`src/rtl/serial_frame_tx_pkg.sv`:
```
// Shared definitions for the serial frame transmitter: state encoding,
// default payload width and the bit-counter width helper.
package serial_frame_tx_pkg;

    localparam int DATA_W_DEFAULT = 8;

    typedef enum logic [1:0] {
        IDLE  = 2'b00,
        START = 2'b01,
        DATA  = 2'b10,
        STOP  = 2'b11
    } state_t;

    // A single-bit payload still needs a one-bit counter.
    function automatic int cnt_width(input int data_w);
        return (data_w > 1) ? $clog2(data_w) : 1;
    endfunction

endpackage

```
`src/rtl/tx_shift_reg.sv`:
```
// Payload shift register: synchronous reset, parallel load, right shift.
// Exposes only the bit currently due on the line.
module tx_shift_reg
    import serial_frame_tx_pkg::*;
#(
    parameter int DATA_W = DATA_W_DEFAULT
) (
    input  logic              clk,
    input  logic              rst,
    input  logic              load,
    input  logic              shift,
    input  logic [DATA_W-1:0] d,
    output logic              lsb
);

    logic [DATA_W-1:0] sr_q;
    logic [DATA_W-1:0] sr_d;

    // NOTE: every always_comb output gets a default first, so no path can infer a latch.
    always_comb begin
        sr_d = sr_q;
        if (load) begin
            sr_d = d;
        end else if (shift) begin
            sr_d = sr_q >> 1;
        end
    end

    // NOTE: state flops use non-blocking assignments so every flop samples pre-edge values.
    always_ff @(negedge clk) begin
        if (rst) begin
            sr_q <= '0;
        end else begin
            sr_q <= sr_d;
        end
    end

    assign lsb = sr_q[0];

endmodule

```
`src/rtl/serial_frame_tx.sv`:
```
// Serial frame transmitter: start bit, DATA_W payload bits LSB first, stop bit.
// Falling-edge logic; all outputs come straight from flops.
module serial_frame_tx
    import serial_frame_tx_pkg::*;
#(
    parameter int DATA_W = DATA_W_DEFAULT
) (
    input  logic              C,
    input  logic              RE,
    input  logic [DATA_W-1:0] D,
    input  logic              LOAD,
    output logic              TXD,
    output logic              BUSY,
    output logic              DONE
);

    localparam int               CNT_W    = cnt_width(DATA_W);
    localparam logic [CNT_W-1:0] LAST_BIT = CNT_W'(DATA_W - 1);

    state_t           state_q, state_d;
    logic [CNT_W-1:0] cnt_q, cnt_d;
    logic             txd_q, txd_d;
    logic             busy_q, busy_d;
    logic             done_q, done_d;
    logic             sr_load;
    logic             sr_shift;
    logic             sr_lsb;

    tx_shift_reg #(
        .DATA_W(DATA_W)
    ) u_shift (
        .clk  (C),
        .rst  (RE),
        .load (sr_load),
        .shift(sr_shift),
        .d    (D),
        .lsb  (sr_lsb)
    );

    // Outputs are computed for the state being entered, then registered.
    always_comb begin
        state_d  = state_q;
        cnt_d    = cnt_q;
        txd_d    = txd_q;
        busy_d   = busy_q;
        done_d   = 1'b0;
        sr_load  = 1'b0;
        sr_shift = 1'b0;

        case (state_q)
            IDLE: begin
                txd_d  = 1'b1;
                busy_d = 1'b0;
                if (LOAD) begin
                    sr_load = 1'b1;
                    state_d = START;
                    txd_d   = 1'b0;
                    busy_d  = 1'b1;
                end
            end
            START: begin
                state_d  = DATA;
                cnt_d    = '0;
                txd_d    = sr_lsb;
                busy_d   = 1'b1;
                sr_shift = 1'b1;
            end
            DATA: begin
                if (cnt_q == LAST_BIT) begin
                    state_d = STOP;
                    txd_d   = 1'b1;
                    done_d  = 1'b1;
                end else begin
                    cnt_d    = cnt_q + CNT_W'(1);
                    txd_d    = sr_lsb;
                    sr_shift = 1'b1;
                end
            end
            STOP: begin
                cnt_d = '0;
                if (LOAD) begin
                    sr_load = 1'b1;
                    state_d = START;
                    txd_d   = 1'b0;
                    busy_d  = 1'b1;
                end else begin
                    state_d = IDLE;
                    txd_d   = 1'b1;
                    busy_d  = 1'b0;
                end
            end
            default: begin
                state_d = IDLE;
                txd_d   = 1'b1;
                busy_d  = 1'b0;
            end
        endcase
    end

    always_ff @(negedge C) begin
        if (RE) begin
            state_q <= IDLE;
            cnt_q   <= '0;
            txd_q   <= 1'b1;
            busy_q  <= 1'b0;
            done_q  <= 1'b0;
        end else begin
            state_q <= state_d;
            cnt_q   <= cnt_d;
            txd_q   <= txd_d;
            busy_q  <= busy_d;
            done_q  <= done_d;
        end
    end

    assign TXD  = txd_q;
    assign BUSY = busy_q;
    assign DONE = done_q;

endmodule
```
`config.mk`:
```
export PLATFORM = sky130hd
export DESIGN_NAME = serial_frame_tx
export DESIGN_NICKNAME = d
export VERILOG_FILES = /design/src/rtl/serial_frame_tx_pkg.sv /design/src/rtl/tx_shift_reg.sv /design/src/rtl/serial_frame_tx.sv
export SDC_FILE = /design/constraint.sdc
export NUM_CORES = 1
export LEC_CHECK = 0
export CAP_MARGIN = 10
export CELL_PAD_IN_SITES_DETAIL_PLACEMENT = 1
export CELL_PAD_IN_SITES_GLOBAL_PLACEMENT = 1
export CORE_ASPECT_RATIO = 1.4
export CORE_UTILIZATION = 30
export CTS_BUF_LIST = sky130_fd_sc_hd__clkbuf_2 sky130_fd_sc_hd__clkbuf_4 sky130_fd_sc_hd__clkbuf_8
export CTS_CLUSTER_SIZE = 14
export DETAILED_ROUTE_END_ITERATION = 8
export PLACE_DENSITY_LB_ADDON = 0.3
export SLEW_MARGIN = 40
export SYNTH_ARGS = -nofsm -noshare
export SYNTH_HDL_FRONTEND = slang
export SYNTH_SLANG_ARGS = --single-unit
```
`constraint.sdc`:
```
create_clock -name C -period 1.9 [get_ports C]
set_clock_uncertainty 0.1 [all_clocks]
set_input_delay 0.38 -clock C [delete_from_list [all_inputs] [get_ports C]]
set_output_delay 0.38 -clock C [all_outputs]
set_load 0.1 [all_outputs]
```
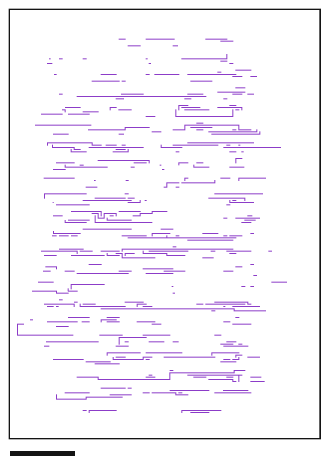
Figure 1: run 1, signal wires on met1.
Scale bar: 10 microns.
longest straight run: 20.5 microns
share of all routed wire: 37%
main direction: horizontal

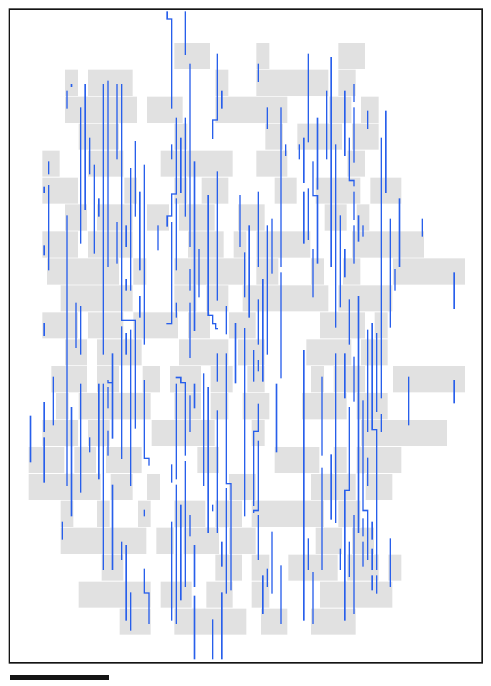
Figure 2: run 1, M2 wires.
Scale bar: 10 microns.
longest straight run: 27.2 microns
share of all routed wire: 57%

==> results.yml, run 1 <==
# physical design summary
status:
  status: "finished with violations"
  violations: "setup timing"
floorplan:
  fp_util_pct: 32.4
  die_area_sq_um: 3130
worst_setup_path:
  cp-endpoint: "DONE"
  cp.buffers_inverters: 1
  worst_ep_required_time_ns: 1.42
  path_cells: "buf_12"
synthesis:
  ys_cells: 92
  xor_area_share_pct: 0
  area_leaders: "dfxtp_1 37%, ha_1 13%, mux2i_1 9.2%"
sta:
  setup_viol: 3
  hold_violations: 0
  finalWorstSetupSlack_ns: -0.404
  finalMaxSlewViolations: 0
  fin_hold_ws_ns: 0.392
  tightest_slew_ns: 0.327
final_layout:
  buffers: 22
  lay_top_cells: "18 x inv_1, 13 x dfxtp_1, 9 x ha_1, 8 x mux2i_1, 8 x buf_4"
  logic_gates: 70
  final-clk-cell-share_pct: 6.76
power:
  leakage_nw: 0.591
  p_switching_uw: 876
  total_power_mw: 1.93
clocking:
  cts-resized-gates: 11
  clock_sinks: 16
place:
  place_inst: 147
worst_hold_path:
  min_path_cells: 2
global_route:
  grt_pass1_wl_mm: 4.10
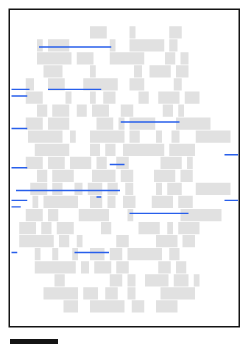
Figure 3: run 1, met3 routing.
Scale bar: 10 microns.
longest straight run: 21.4 microns
nets with wire on the layer: 13
main direction: horizontal

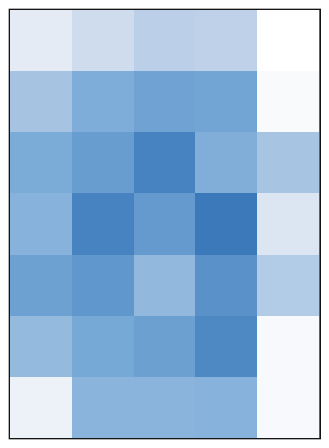
Figure 4: run 1, cell area per tile.
The die is cut into 5 by 7 equal tiles; white is low, dark blue is high, 0 to 100% covered.
mean over tiles: 40%
nearly empty tiles: 2.9%
fullest tile: 70%

Figure 5. Track usage over the die (run 1).
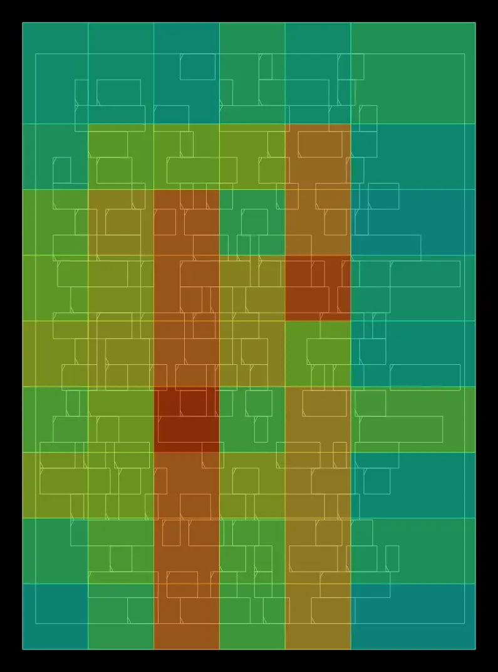

## Run 2: what changed since run 1
- CTS_CLUSTER_SIZE: 14 -> 28
- clock period: 1.9 -> 2.4 ns (I/O delays scaled with it)
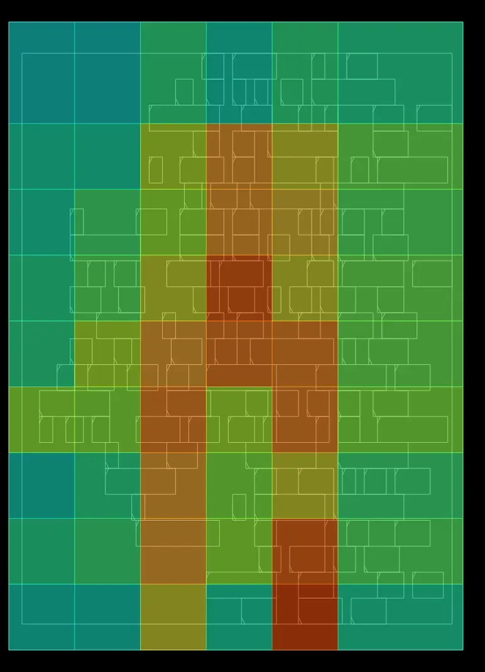
Figure 6: run 2, track usage over the die.
Routed WL per cell: 13.4 microns
GR Layer Usage met2: 28.6%
met3 capacity usage during global routing: 3.83%
all-layer global routing usage: 16.1%
M1 GR Usage: 14.5%

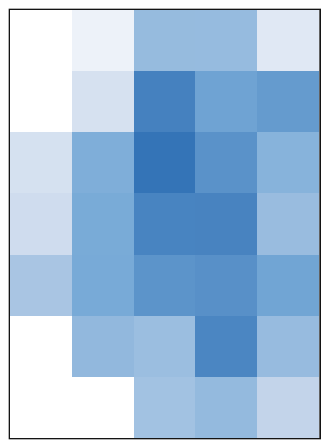
Figure 7: run 2, cell area per tile.
The die is cut into 5 by 7 equal tiles; white is low, dark blue is high, 0 to 100% covered.
emptiest ninth of the die: top left
nearly empty tiles: 14%
mean over tiles: 38%

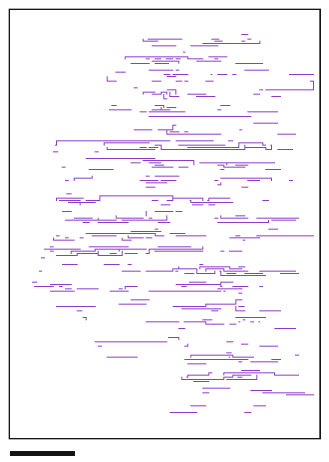
Figure 8: run 2, signal wires on met1.
Scale bar: 10 microns.
main direction: horizontal
share of all routed wire: 40%

==> results.yml, run 2 <==
# physical design summary
sta:
  setup_viol: 3
  fin_tns_setup_ns: -0.731
  finalWorstSetupSlack_ns: -0.252
  finalMaxSlewViolations: 0
  tightest_slew_ns: 0.414
  hold_violations: 0
  fin_hold_ws_ns: 0.385
power:
  total_power_mw: 1.44
  p_switching_uw: 651
  leakage_nw: 0.565
  ir_drop_mv: 0.461
clocking:
  cts_root_buf: "clkbuf_4"
  cts-resized-gates: 7
  cts_buffer_depth: 2
final_layout:
  final-clk-cell-share_pct: 7.06
  antenna_cells: 0
  buffers: 20
  lay_top_cells: "18 x inv_1, 13 x dfxtp_1, 9 x nand2b_1, 9 x ha_1"
  logic_gates: 70
  max_flop_register: "u_shift.sr_q"
worst_hold_path:
  min_path_cells: 2
floorplan:
  fp_util_pct: 32.4
  die_area_sq_um: 3130
synthesis:
  ys_cells: 92
  ff_type: "dfxtp_1"
  simple_gate_share_pct: 20.8
  xor_area_share_pct: 0
  area_leaders: "dfxtp_1 37%, ha_1 13%, mux2i_1 9.2%"
  yosys-top-cells-count: "16 x dfxtp_1, 9 x ha_1, 9 x nand2b_1"
status:
  violations: "setup timing"
  status: "finished with violations"
place:
  place_inst: 145
worst_setup_path:
  path_cells: "buf_12"
  cp.buffers_inverters: 1
  critPathMaxFanout: 1
  cp-endpoint: "TXD"
  worst_ep_required_time_ns: 1.82
global_route:
  grt.overflow.total: 0
  grt_pass1_wl_mm: 3.61
route:
  wl_met3_microns: 55
  wl_met2_mm: 1.21
Figure 9. Met3 routing (run 2).
Scale bar: 10 microns.
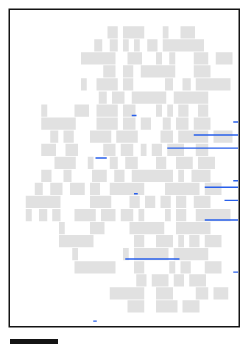

## Run 3: what changed since run 2
- CELL_PAD_IN_SITES_DETAIL_PLACEMENT: 1 -> default
- CELL_PAD_IN_SITES_GLOBAL_PLACEMENT: 1 -> default
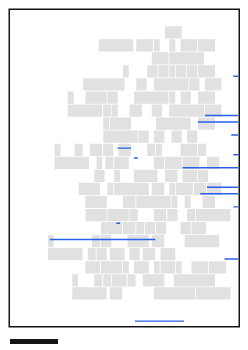
Figure 10: run 3, met3 routing.
Scale bar: 10 microns.
main direction: horizontal
nets with wire on the layer: 13
wire length on this layer: 80.0 microns
longest straight run: 21.6 microns
share of all routed wire: 4.0%

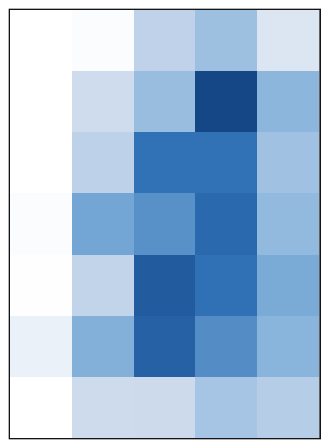
Figure 11: run 3, cell area per tile.
The die is cut into 5 by 7 equal tiles; white is low, dark blue is high, 0 to 100% covered.
densest ninth of the die: middle
mean over tiles: 38%
fullest tile: 91%

==> results.yml, run 3 <==
# physical design summary
sta:
  fin_hold_ws_ns: 0.384
  hold_violations: 0
  setup_viol: 3
  tightest_slew_ns: 0.381
  finalWorstSetupSlack_ns: -0.256
  fin_tns_setup_ns: -0.738
  finalMaxSlewViolations: 0
worst_hold_path:
  min_path_cells: 2
global_route:
  grtUsageMet1_pct: 14.5
  grt.overflow.total: 0
  grtUsageMet3_pct: 4.64
  grt_use_met2_pct: 25.9
  gr-usage-all-layers_pct: 15.2
  grt_pass1_wl_mm: 3.38
route:
  highest_layer: "met4"
  drc: 0
  wl_met2_mm: 1.06
  dr.pass1.iters: 4
  wire_per_inst_microns: 12.1
  wl_met3_microns: 80
clocking:
  cts_root_buf: "clkbuf_4"
  cts-resized-gates: 5
  clock_sinks: 16
final_layout:
  buffers: 20
  final-clk-cell-share_pct: 7.16
  logic_gates: 70
synthesis:
  simple_gate_share_pct: 20.8
  syn_area_sq_um: 873
  xor_area_share_pct: 0
  ff_type: "dfxtp_1"
  ys_cells: 92
  ys_seq_share_pct: 36.7
  yosys-top-cells-count: "16 x dfxtp_1, 9 x ha_1, 9 x nand2b_1"
status:
  status: "finished with violations"
  violations: "setup timing"
worst_setup_path:
  cp.buffers_inverters: 1
  critPathMaxFanout: 2
  path_cells: "buf_12"
  worst_ep_required_time_ns: 1.82
  slowest_stage: "dfxtp_4"
floorplan:
  die_area_sq_um: 3130
  fp_util_pct: 32.4
power:
  ir_drop_mv: 0.420
  p_switching_uw: 623
  leakage_nw: 0.566
  total_power_mw: 1.39
place:
  place_inst: 145
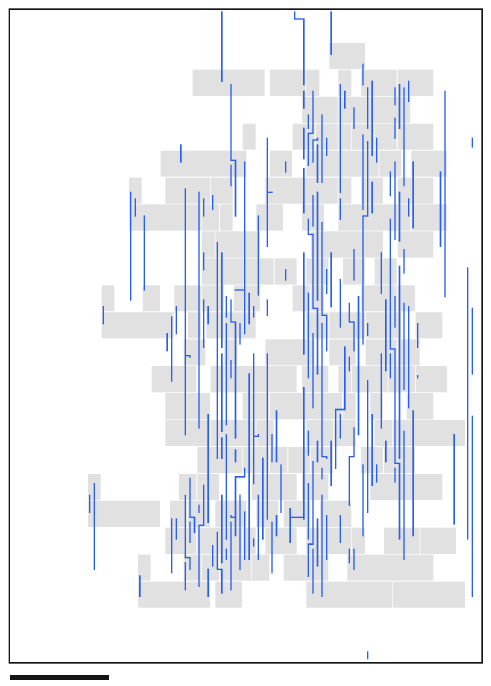
Figure 12: run 3, M2 wires.
Scale bar: 10 microns.
main direction: vertical
nets with wire on the layer: 119
longest straight run: 27.4 microns
wire length on this layer: 1060 microns
share of all routed wire: 54%

No activity file was given, so power comes from the tool's default toggle rates.
